Figure 1. Wires at chosen ports, followed through buffers.
Bar = 10 µm.
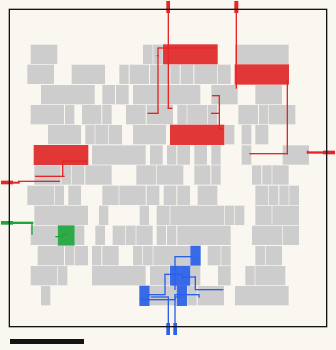
Figure 2. Cell placement.
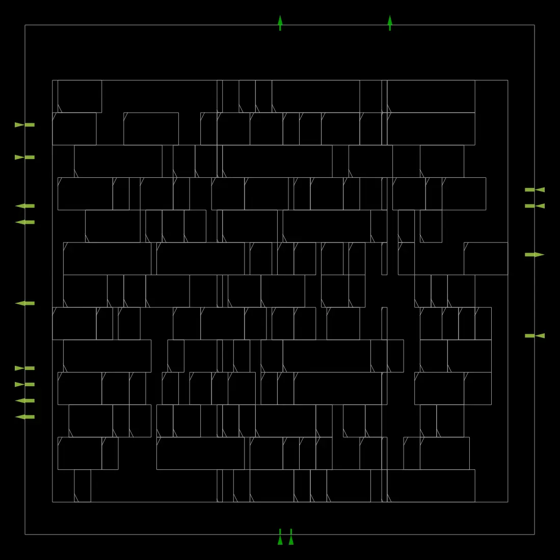
Figure 3. Where the registers sit.
Bar = 10 µm.
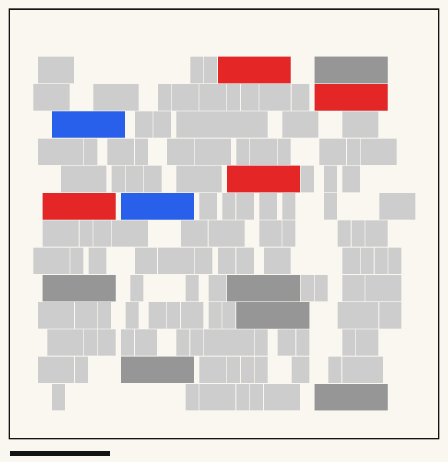
Figure 4. Power grid.
Bar = 10 µm. Pins as bars on the die edge. Tap cells in gray.
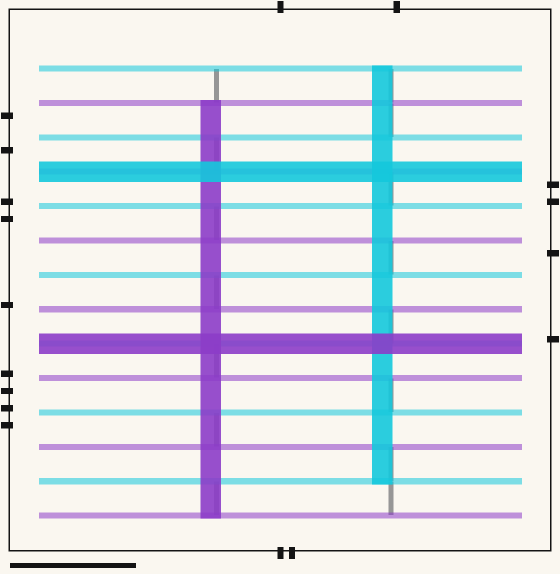
===== src/rtl/cc_demux14_deser.sv =====
// Registered 1-to-N demultiplexing deserializer: steers serial bits into the lanes of a word,
// by sequential lane counter (auto) or external select (direct), with a valid/ack hand-off.
module cc_demux14_deser #(
    parameter int unsigned DEMUX_SELECTWIDTH = 2,
    parameter int unsigned DEMUX_DATAWIDTH   = 4
) (
    input  logic                         CC_DEMUX14_CLOCK_50,
    input  logic                         CC_DEMUX14_RESET_InHigh,
    input  logic                         CC_DEMUX14_data_In,
    input  logic                         CC_DEMUX14_valid_In,
    output logic                         CC_DEMUX14_ready_Out,
    input  logic                         CC_DEMUX14_mode_In,
    input  logic [DEMUX_SELECTWIDTH-1:0] CC_DEMUX14_select_InBUS,
    input  logic                         CC_DEMUX14_clear_In,
    output logic [DEMUX_DATAWIDTH-1:0]   CC_DEMUX14_z_OutBUS,
    output logic                         CC_DEMUX14_wordValid_Out,
    input  logic                         CC_DEMUX14_wordAck_In,
    output logic [DEMUX_SELECTWIDTH-1:0] CC_DEMUX14_index_OutBUS
);

    localparam logic [DEMUX_SELECTWIDTH-1:0] LastIdx = DEMUX_SELECTWIDTH'(DEMUX_DATAWIDTH - 1);

    typedef enum logic [0:0] {StCollect, StHold} state_e;

    state_e                       state_q, state_d;
    logic [DEMUX_DATAWIDTH-1:0]   z_q, z_d;
    logic [DEMUX_DATAWIDTH-1:0]   mask_q, mask_d;
    logic [DEMUX_SELECTWIDTH-1:0] index_q, index_d;
    logic                         mode_q, mode_d;
    logic                         valid_q, valid_d;

    logic                         word_idle;
    logic                         mode_eff;
    logic                         accept;
    logic [DEMUX_DATAWIDTH-1:0]   mask_upd;

    assign CC_DEMUX14_ready_Out = (state_q == StCollect);
    assign accept               = CC_DEMUX14_valid_In & CC_DEMUX14_ready_Out;

    // Before the first bit of a word the live mode input governs; afterwards the latched copy.
    assign word_idle = (mask_q == '0) && (index_q == '0);
    assign mode_eff  = word_idle ? CC_DEMUX14_mode_In : mode_q;

    always_comb begin
        state_d  = state_q;
        z_d      = z_q;
        mask_d   = mask_q;
        index_d  = index_q;
        mode_d   = mode_q;
        valid_d  = valid_q;
        mask_upd = mask_q | (DEMUX_DATAWIDTH'(1) << CC_DEMUX14_select_InBUS);

        if (CC_DEMUX14_clear_In) begin
            state_d = StCollect;
            z_d     = '0;
            mask_d  = '0;
            index_d = '0;
            mode_d  = 1'b0;
            valid_d = 1'b0;
        end else begin
            if (word_idle) begin
                mode_d = CC_DEMUX14_mode_In;
            end
            unique case (state_q)
                StCollect: begin
                    valid_d = 1'b0;
                    if (accept) begin
                        if (!mode_eff) begin
                            z_d[index_q] = CC_DEMUX14_data_In;
                            if (index_q == LastIdx) begin
                                index_d = '0;
                                state_d = StHold;
                                valid_d = 1'b1;
                            end else begin
                                index_d = index_q + 1'b1;
                            end
                        end else begin
                            z_d[CC_DEMUX14_select_InBUS] = CC_DEMUX14_data_In;
                            if (&mask_upd) begin
                                mask_d  = '0;
                                state_d = StHold;
                                valid_d = 1'b1;
                            end else begin
                                mask_d = mask_upd;
                            end
                        end
                    end
                end
                StHold: begin
                    valid_d = 1'b1;
                    if (CC_DEMUX14_wordAck_In) begin
                        state_d = StCollect;
                        valid_d = 1'b0;
                    end
                end
                default: begin
                    state_d = StCollect;
                    valid_d = 1'b0;
                end
            endcase
        end
    end

    always_ff @(posedge CC_DEMUX14_CLOCK_50) begin
        if (CC_DEMUX14_RESET_InHigh) begin
            state_q <= StCollect;
            z_q     <= '0;
            mask_q  <= '0;
            index_q <= '0;
            mode_q  <= 1'b0;
            valid_q <= 1'b0;
        end else begin
            state_q <= state_d;
            z_q     <= z_d;
            mask_q  <= mask_d;
            index_q <= index_d;
            mode_q  <= mode_d;
            valid_q <= valid_d;
        end
    end

    assign CC_DEMUX14_z_OutBUS      = z_q;
    assign CC_DEMUX14_wordValid_Out = valid_q;
    assign CC_DEMUX14_index_OutBUS  = index_q;

endmodule


===== config.mk =====
export PLATFORM = sky130hd
export DESIGN_NAME = cc_demux14_deser
export DESIGN_NICKNAME = d
export VERILOG_FILES = /design/src/rtl/cc_demux14_deser.sv
export SDC_FILE = /design/constraint.sdc
export NUM_CORES = 1
export LEC_CHECK = 0
export ABC_AREA = 1
export CORE_MARGIN = 2
export CORE_UTILIZATION = 45
export DETAILED_ROUTE_END_ITERATION = 10
export GPL_ROUTABILITY_DRIVEN = 1
export PLACE_DENSITY = 0.74
export SYNTH_ARGS = -nofsm -noshare
export SYNTH_HDL_FRONTEND = slang
export SYNTH_SLANG_ARGS = --single-unit

===== constraint.sdc =====
create_clock -name CC_DEMUX14_CLOCK_50 -period 1.55 [get_ports CC_DEMUX14_CLOCK_50]
set_input_delay 0.2325 -clock CC_DEMUX14_CLOCK_50 [delete_from_list [all_inputs] [get_ports CC_DEMUX14_CLOCK_50]]
set_output_delay 0.2325 -clock CC_DEMUX14_CLOCK_50 [all_outputs]
set_load 0.01 [all_outputs]

==> flow_metrics.env <==
# physical design summary
export IMPL_ys_flop_type="sky130_fd_sc_hd__dfxtp_1"
export IMPL_drt_iter0_drc=11
export IMPL_period_minus_slack_ns=1.50
export IMPL_die_h_um=42.7
export IMPL_place_detailed_hpwl_um=1220
export IMPL_setup_violations=0
export IMPL_tritoncts_clock_tree="yes"
export IMPL_status="finished clean"
export IMPL_grt_pass1_vias=675
export IMPL_clkbuf_count=4
export IMPL_drv_cap=0
export IMPL_drive_gt1_frac=0.175
export IMPL_post_place_ws_ns=0.0506
export IMPL_path_max_fanout=4
export IMPL_clock_network_fraction_of_total_power=0.343
export IMPL_final_setup_skew_ns=0.00318
export IMPL_synth_top_cell_by_count="sky130_fd_sc_hd__inv_1"
export IMPL_clock_tree_htree_level_count=1
export IMPL_comb_cell_share=0.407
export IMPL_maxSlewHeadroom=0.806
export IMPL_avgSynthCellArea_um2=6.68
export IMPL_cts_root_buf="sky130_fd_sc_hd__clkbuf_4"
export IMPL_clock_insertion_delay_worst_skew_ns=0.28
export IMPL_final_max_slew_viol_count=0
export IMPL_clock_cell_share_of_area=0.0375
export IMPL_worst_hold_startpoint="CC_DEMUX14_z_OutBUS[0]"
export IMPL_post_drt_wl_per_cell_um=11.5
export IMPL_final_cell_count_no_fill=141
export IMPL_drc_violations_left=0
export IMPL_comb_power_share=0.223
export IMPL_nNetsFinal=140
export IMPL_via_count=707
export IMPL_timing_critical_path_cells="buf_4, clkdlybuf4s50_1"
export IMPL_post_synth_fa_ha_maj_area_fraction=0.0742
export IMPL_viasPerCell=5.01
export IMPL_antenna_found_initial=0
export IMPL_standard_cell_with_the_maximum_stage_delay_on_the_critical_path="sky130_fd_sc_hd__clkdlybuf4s50_1"
export IMPL_cp_required_ns=1.32
export IMPL_critPathArrivalTime_ns=1.27
export IMPL_internal_power_uw=536
export IMPL_timing_critical_path_to_type="primary output"
export IMPL_fillCellCount=121
export IMPL_min_to="CC_DEMUX14_z_OutBUS[0]"
export IMPL_rr_startpoint="CC_DEMUX14_index_OutBUS[0]"
export IMPL_simple_gate_share_of_the_synthesized_area=0.354
export IMPL_synth_async_sr_flop_share=0
export IMPL_synth_area_top_cells="sky130_fd_sc_hd__dfxtp_1 36%, sky130_fd_sc_hd__inv_1 11%, sky130_fd_sc_hd__nand2_1 10%"
export IMPL_area_growth_syn_to_layout_pct=43.6
export IMPL_met1Wirelength_um=785
export IMPL_powerComb_uw=166
export IMPL_tritoncts_num_buffers=3
export IMPL_met2_usage=0.330
export IMPL_grt_util_met3=0.0298
export IMPL_worst_pin_slew_ns=0.290
export IMPL_finalInstanceArea_um2=968
export IMPL_netSwitchingPower_uw=209
export IMPL_wl_um=1630
export IMPL_most_frequent_cells_after_synthesis="20 x sky130_fd_sc_hd__inv_1, 18 x sky130_fd_sc_hd__nand2_1, 12 x sky130_fd_sc_hd__dfxtp_1, 12 x sky130_fd_sc_hd__nand3_1, 10 x sky130_fd_sc_hd__nor2_1"
export IMPL_clock_sinks=12
export IMPL_routed_top_layer="met4"
export IMPL_insertedDiodeCount=0
export IMPL_top_cell_area_share=0.356
export IMPL_synth_cell_area_um2=674
export IMPL_post_route_worst_setup_slack_ns=0.0472
export IMPL_dieArea_um2=1820
export IMPL_hold_path_class="reg2reg"
export IMPL_power_clock_total_uw=255
export IMPL_num_nonclk_buffers=21
export IMPL_place_gp_congestion=0.763
export IMPL_hold_viol=0
export IMPL_number_of_warnings_in_the_stage_logs=30
export IMPL_pin_count_of_the_biggest_net_entering_global_routing=11
export IMPL_worst_setup_hold_path_clk_slew_ns=0.08
export IMPL_gr_max_usage_layer="met2"
export IMPL_top_area_cell_class="multi-input combinational cells"
export IMPL_synth_cellmix_xorXnorShare=0
export IMPL_wire_length_of_the_first_global_routing_pass_um=2750
export IMPL_synthesis_nets=114
export IMPL_placedCellCount=136
export IMPL_mostFrequentLayoutCell="sky130_fd_sc_hd__inv_1"
export IMPL_aoi_share=0.0983
export IMPL_global_route_overflow_total=0
export IMPL_cts_hold_buffers=0
export IMPL_numSynthFlops=12
export IMPL_postSynthSeqShare=0.356
export IMPL_crit_path_start_kind="flop"
export IMPL_cts_resized_gates=0
export IMPL_leakagePower_uw=0.000462
export IMPL_synth_warning_count=0
export IMPL_final_min_period_over_clock_period=0.970
export IMPL_powerDensity_nw_per_um2=769
export IMPL_floorplanUtilization=0.500
export IMPL_synth_top_cell_by_area="sky130_fd_sc_hd__dfxtp_1"
export IMPL_yosys_cell_types_count=17
export IMPL_synth_area_mux_share=0
export IMPL_total_power_uw=745
export IMPL_wl_met2_um=747
export IMPL_dr_pass1_iters=4
export IMPL_termination_of_the_worst_setup_path="CC_DEMUX14_index_OutBUS[0]"
export IMPL_synth_edff_count=0
export IMPL_worst_r2r_path_depth=9
export IMPL_multi_input_comb_area_um2=394
export IMPL_achievable_frequency_mhz=665
export IMPL_ant_nets=0
export IMPL_synth_chip_area_um2=674
export IMPL_worstPathBufferInverterCount=2
export IMPL_nWellTaps=15
export IMPL_r2r_end="CC_DEMUX14_z_OutBUS[2]"
export IMPL_critPathTopFamily="buffers and inverters"
export IMPL_setup_tns_final_ns=0
export IMPL_inverters=21
export IMPL_worst_hold_path_num_cells=2
export IMPL_most_common_layout_cells="19 x sky130_fd_sc_hd__inv_1, 17 x sky130_fd_sc_hd__nand2_1, 15 x sky130_fd_sc_hd__clkdlybuf4s50_1, 12 x sky130_fd_sc_hd__dfxtp_1, 10 x sky130_fd_sc_hd__nor2_1"
export IMPL_synthTopLogicFamily="simple AND/OR/NAND/NOR gates"
export IMPL_timing_critical_path_slowest_cell_delay_ns=0.53
export IMPL_synth_cells_yosys=101
export IMPL_synth_cells=101
export IMPL_die_w_um=42.7
export IMPL_rsz0062_at_grt="true"
export IMPL_critical_path_cell_count=2
export IMPL_proportion_of_power_drawn_by_flip_flops_and_latches=0.434
export IMPL_hold_worst_slack_ns=0.497
export IMPL_critical_path_class="reg2out"
export IMPL_routed_wl_met3_um=66
export IMPL_rrSetupSlack_ns=0.08
export IMPL_nMultiInputCombCells=68
export IMPL_worst_setup_path_startpoint="CC_DEMUX14_index_OutBUS[0]"
export IMPL_gr_usage_all_layers=0.200
export IMPL_power_top_consumer="sequential cells"
export IMPL_detailed_place_area_um2=883
export IMPL_cts_max_path_buffers=2
export IMPL_vdd_ir_drop_max_uv=418
export IMPL_final_nonclk_buf_share=0.207
export IMPL_post_cts_repair_setup_buffers=0
export IMPL_switching_part_of_the_total_power=0.281
export IMPL_grt_use_met1=0.252
Back to the opening pictures, Figure 1:
Red is `CC_DEMUX14_z_OutBUS`, direction output, end cells 4, wire 81.6 µm. Blue is `CC_DEMUX14_select_InBUS`, direction input, end cells 5, wire 41.2 µm. Green is `CC_DEMUX14_wordAck_In`, direction input, end cells 1, wire 5.80 µm.
number of top-level pins: 17
count of port buffers added during placement: 16

Back to the opening pictures, Figure 2:
flip-flop and latch share of the layout cell area: 0.248
num rows: 13
Core Region: 1350 µm²
flip-flops: 12

Back to the opening pictures, Figure 3:
Red is `CC_DEMUX14_z_OutBUS`, flops 4. Blue is `CC_DEMUX14_index_OutBUS`, flops 2.
Another 6 sequential cells are not colored.
reported sequential group power: 323 µW
Sequential Area: 240 µm²
Layout Utilization: 0.717

Back to the opening pictures, Figure 4:
Cyan is VDD. Purple is VSS.
14 met1 rails follow the rows. 2 straps on met5. The core has 13 rows. 17 signal pins sit on the boundary. 2 straps on met4.

Power is estimated from default activity; no workload was simulated.
